==> config.mk <==
export PLATFORM = sky130hd
export DESIGN_NAME = fetch_stage
export DESIGN_NICKNAME = d
export VERILOG_FILES = /design/src/rtl/fetch_stage.sv
export SDC_FILE = /design/constraint.sdc
export NUM_CORES = 1
export LEC_CHECK = 0
export ABC_AREA = 1
export CAP_MARGIN = 5
export CORE_UTILIZATION = 55
export CTS_CLUSTER_DIAMETER = 100
export CTS_CLUSTER_SIZE = 14
export DETAILED_ROUTE_END_ITERATION = 10
export PLACE_DENSITY = 0.91
export SLEW_MARGIN = 10
export SYNTH_ARGS = -nofsm -noshare
export SYNTH_HDL_FRONTEND = slang
export SYNTH_SLANG_ARGS = --single-unit
==> constraint.sdc <==
create_clock -name clk -period 3.5 [get_ports clk]
set_input_delay 0.7 -clock clk [delete_from_list [all_inputs] [get_ports clk]]
set_output_delay 0.7 -clock clk [all_outputs]
set_load 0.1 [all_outputs]
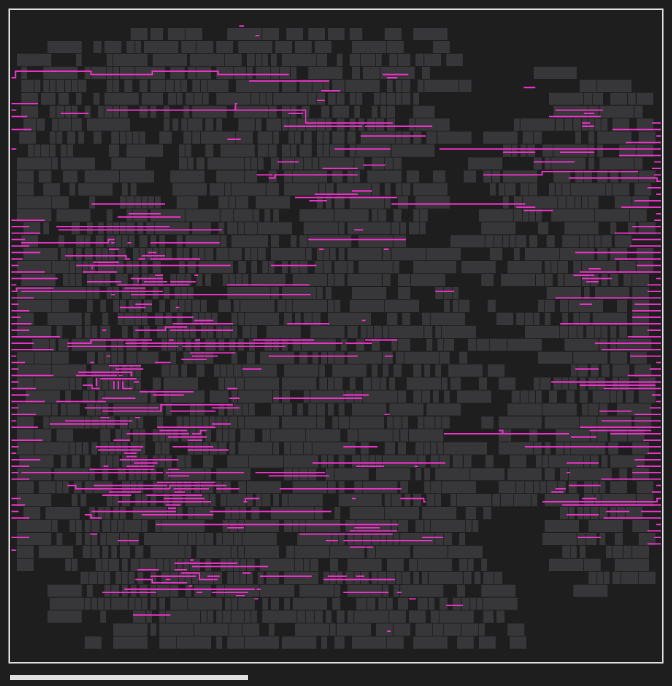
Figure 1: run 1, signal wires on met3.
Scale bar: 50 um. Cells faint in the background.
longest straight run = 50.6 um
nets with wire on the layer = 270
main direction = horizontal
via count: 10.3k
wirelength, routed: 28400 um
GRT met3 Usage: 0.0478

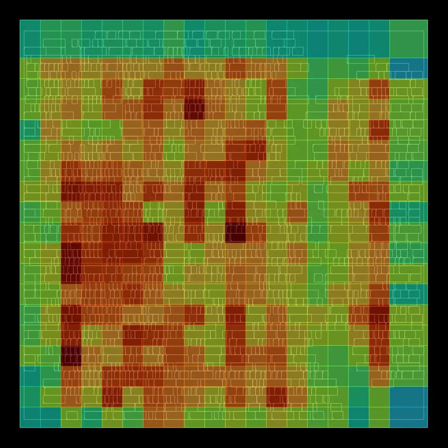
Figure 2: run 1, congestion heat map.
M2 GR Usage: 0.503
WL per Instance: 15.7 um
Post-Route Utilization: 0.724
M1 GR Usage: 0.386

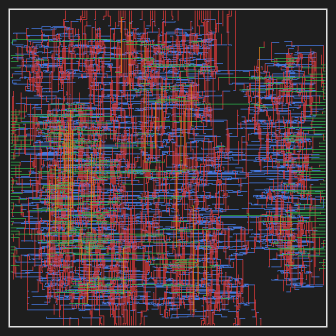
Figure 3: run 1, wiring by layer.
blue -> met1  # wire length 11600 um
orange -> met4  # wire length 788 um
green -> met3  # wire length 2840 um
red -> met2  # wire length 13200 um
gr usage total: 0.299

==> results.cfg, run 1 <==
; flow metrics
[logic_synthesis]
synth-main-ff-cell = dfxtp_1
synth-simple-area-share = 0.272
syn-num-nets = 1507
ys_sh_adder = 0.00899
synthCells = 1439
logic_family = simple AND/OR/NAND/NOR gates
ys_ff = 215
ys_area_um2 = 10000
syn_avg_cell_area_um2 = 6.96
synthAoiAreaFrac = 0.177
top_cell = nand2_1
ys_sh_mux = 0
synth_warnings = 0

[power]
clock_net_power_mw = 1.82
comb-power_mw = 1.17
p_leak_nw = 5.10
clock_power_share = 0.325
p_int_mw = 3.83
p_seq_frac = 0.466
p_per_area_nw_per_um2 = 440
combinationalPowerShare = 0.209
ir_drop_mv = 0.355

[final_layout]
stdcell_area_um2 = 12700
flop-count = 215
mi_logic_area_um2 = 4740
flop_area_um2 = 4310
seqAreaFraction = 0.339
signal_buffers = 206
fillers = 1364
final_nets = 1652
biggestCellCategory = logic gates
inv_count = 150
layout.cells.most_common = nand2_1
comb_share = 0.373
logic_gates = 992
syn2layout_area_growth_pct = 26.8
clkCellAreaFrac = 0.0383

[worst_setup_path]
worst-path-buf-inv = 5
path_cells = clkdlybuf4s50_1, inv_4, buf_4, nand2_1, inv_1, buf_12
endpoint_kind = output port
cp_top_family = buffers and inverters
path_max_fanout = 32
r2r_slack_ns = 0.90
cp-start-kind = primary input
path_class = primary input to output port
cp.required_ns = 2.80

[cts]
postCtsSetupBuffers = 0
cts_tree = built
cts_resized = 0
numCtsBuffers = 19
clkSinkCount = 215
clk_latency_ns = 0.49

[final_timing]
finalCritPeriodShare = 0.888
fin_ws_ns = 0.391
final-max-slew-violation-count = 0
rsz0062_at_grt = no
fmax_mhz = 322
whs_ns = 0.443
finalSetupViolations = 0
layout_min_cycle_time_ns = 3.11
hold_violations = 0

[global_route]
first_global_vias = 9512
antenna_found_initial = 0

[routing]
remaining_drc_errors = 0
dr_wl_met3_um = 2840
firstDrtPassIters = 5
drt_iter0_drc = 840
top_layer = met4

[place]
pre_cts_slack_ns = 0.421
dpl.hpwl_um = 19400
portBuffers = 184

[floorplan]
core_um2 = 17500
taps = 225
die-area_um2 = 18800
die_w_um = 137
die_h_um = 137
rows = 48
fp_util = 0.571

[flow_run]
cap_violations = 0

[outcome]
status = complete, no violations
Figure 4. Clock wires, drivers and flops (run 1).
Scale bar: 50 um.
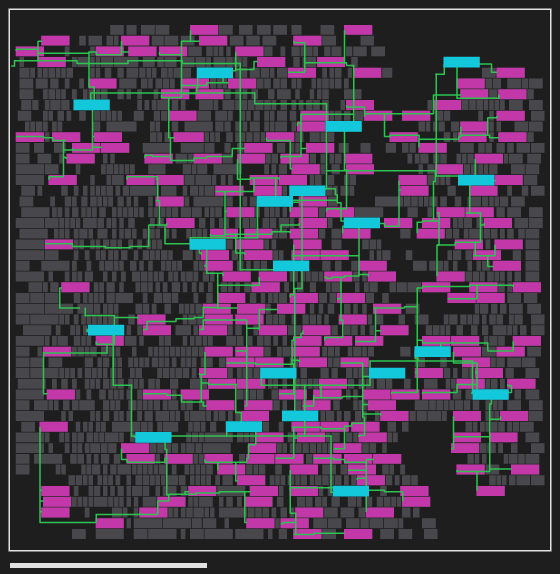

==> run 2: changes to the inputs <==
Settings changed: ABC_AREA 1 to 0, PLACE_DENSITY 0.91 to 0.92.
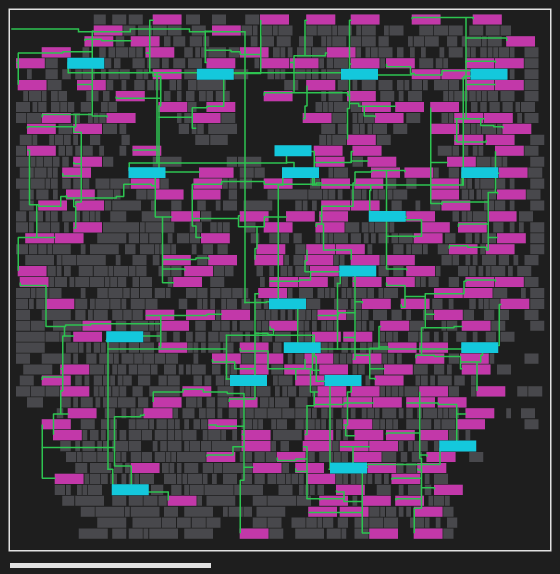
Figure 5: run 2, clock wires, drivers and flops.
Scale bar: 50 um.
green -> clock wires  # length 2430 um
magenta -> flip-flops  # count 215
cyan -> cells driving clock nets  # count 19
routed clock nets = 20
clock network power: 1.83 mW
Worst-Skew Late Latency: 0.48 ns
clock network power share: 0.324
Setup Skew: 0.0134 ns

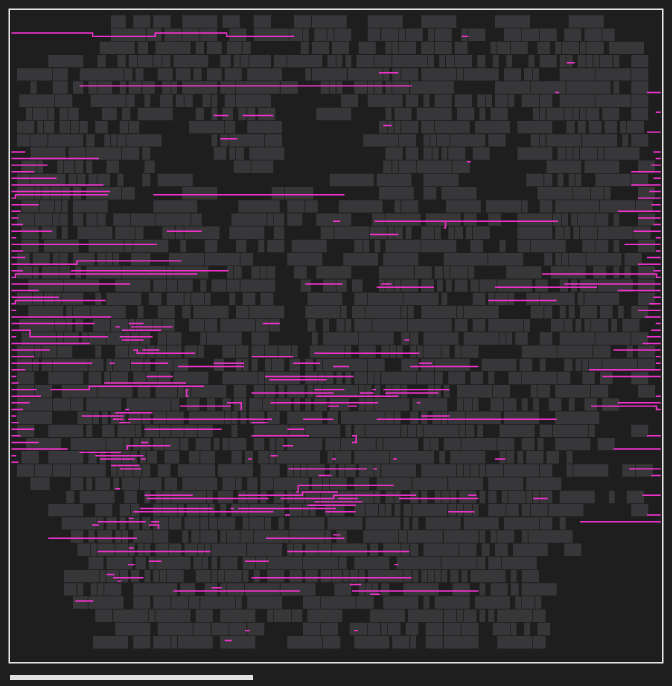
Figure 6: run 2, signal wires on met3.
Scale bar: 50 um. Cells faint in the background.
main direction = horizontal
nets with wire on the layer = 187
share of all routed wire = 7.8%
via count: 8846
wirelength, routed: 25300 um
GRT met3 Usage: 0.0499

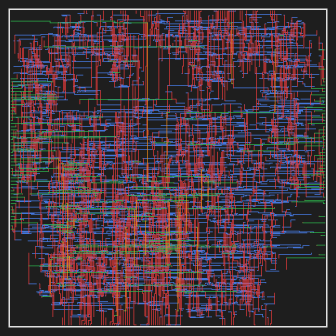
Figure 7: run 2, wiring by layer.
green -> met3  # wire length 1960 um
orange -> met4  # wire length 552 um
red -> met2  # wire length 11900 um
blue -> met1  # wire length 10900 um
gr usage total: 0.274
WL per Instance: 16.7 um

==> results.cfg, run 2 <==
; flow metrics
[routing]
firstDrtPassIters = 7
remaining_drc_errors = 0
top_layer = met4
drt_iter0_drc = 690

[global_route]
grt.met1_usage = 0.365
grtUsageMet2 = 0.447
first_global_vias = 8304

[logic_synthesis]
ys_sh_adder = 0.00936
syn-num-nets = 1212
syn_avg_cell_area_um2 = 8.41
top_cell = dfxtp_1
ys_sh_mux = 0.0927
ys_ff = 215
logic_family = simple AND/OR/NAND/NOR gates
synth-seq-area-share = 0.447
synth-simple-area-share = 0.213
synthAoiAreaFrac = 0.165
synth_warnings = 0
ys_area_um2 = 9630

[floorplan]
taps = 225
core_um2 = 17200
fp_util = 0.560
die-area_um2 = 18000
die_w_um = 134

[power]
ir_drop_mv = 0.464
p_int_mw = 3.86
comb-power_mw = 1.19
p_seq_frac = 0.465
p_leak_nw = 4.51
combinationalPowerShare = 0.211
p_per_area_nw_per_um2 = 454

[place]
pre_cts_slack_ns = 0.160
portBuffers = 184
dpl.hpwl_um = 17200

[worst_setup_path]
path_class = primary input to output port
cp-start-kind = primary input
r2r_slack_ns = 0.88
cp.required_ns = 2.80
cp_top_family = buffers and inverters
endpoint_kind = output port

[final_timing]
finalSetupViolations = 0
finalCritPeriodShare = 0.847
fin_ws_ns = 0.536
hold_violations = 0
fmax_mhz = 337
whs_ns = 0.455
rsz0062_at_grt = no
final-max-slew-violation-count = 0

[final_layout]
flop_area_um2 = 4310
mi_logic_area_um2 = 5000
logic_gates = 838
syn2layout_area_growth_pct = 28.9
clkCellAreaFrac = 0.0395
flop-count = 215
fillers = 1277
signal_buffers = 209
layout.cells.most_common = dfxtp_1
inv_count = 8
comb_share = 0.403
biggestCellCategory = logic gates
fin_util = 0.723
seqAreaFraction = 0.347

[flow_run]
cap_violations = 0

[cts]
cts_resized = 0
clkSinkCount = 215
postCtsSetupBuffers = 0

[outcome]
status = complete, no violations
Power figures rest on the tool's default switching activity, not on a simulated workload.
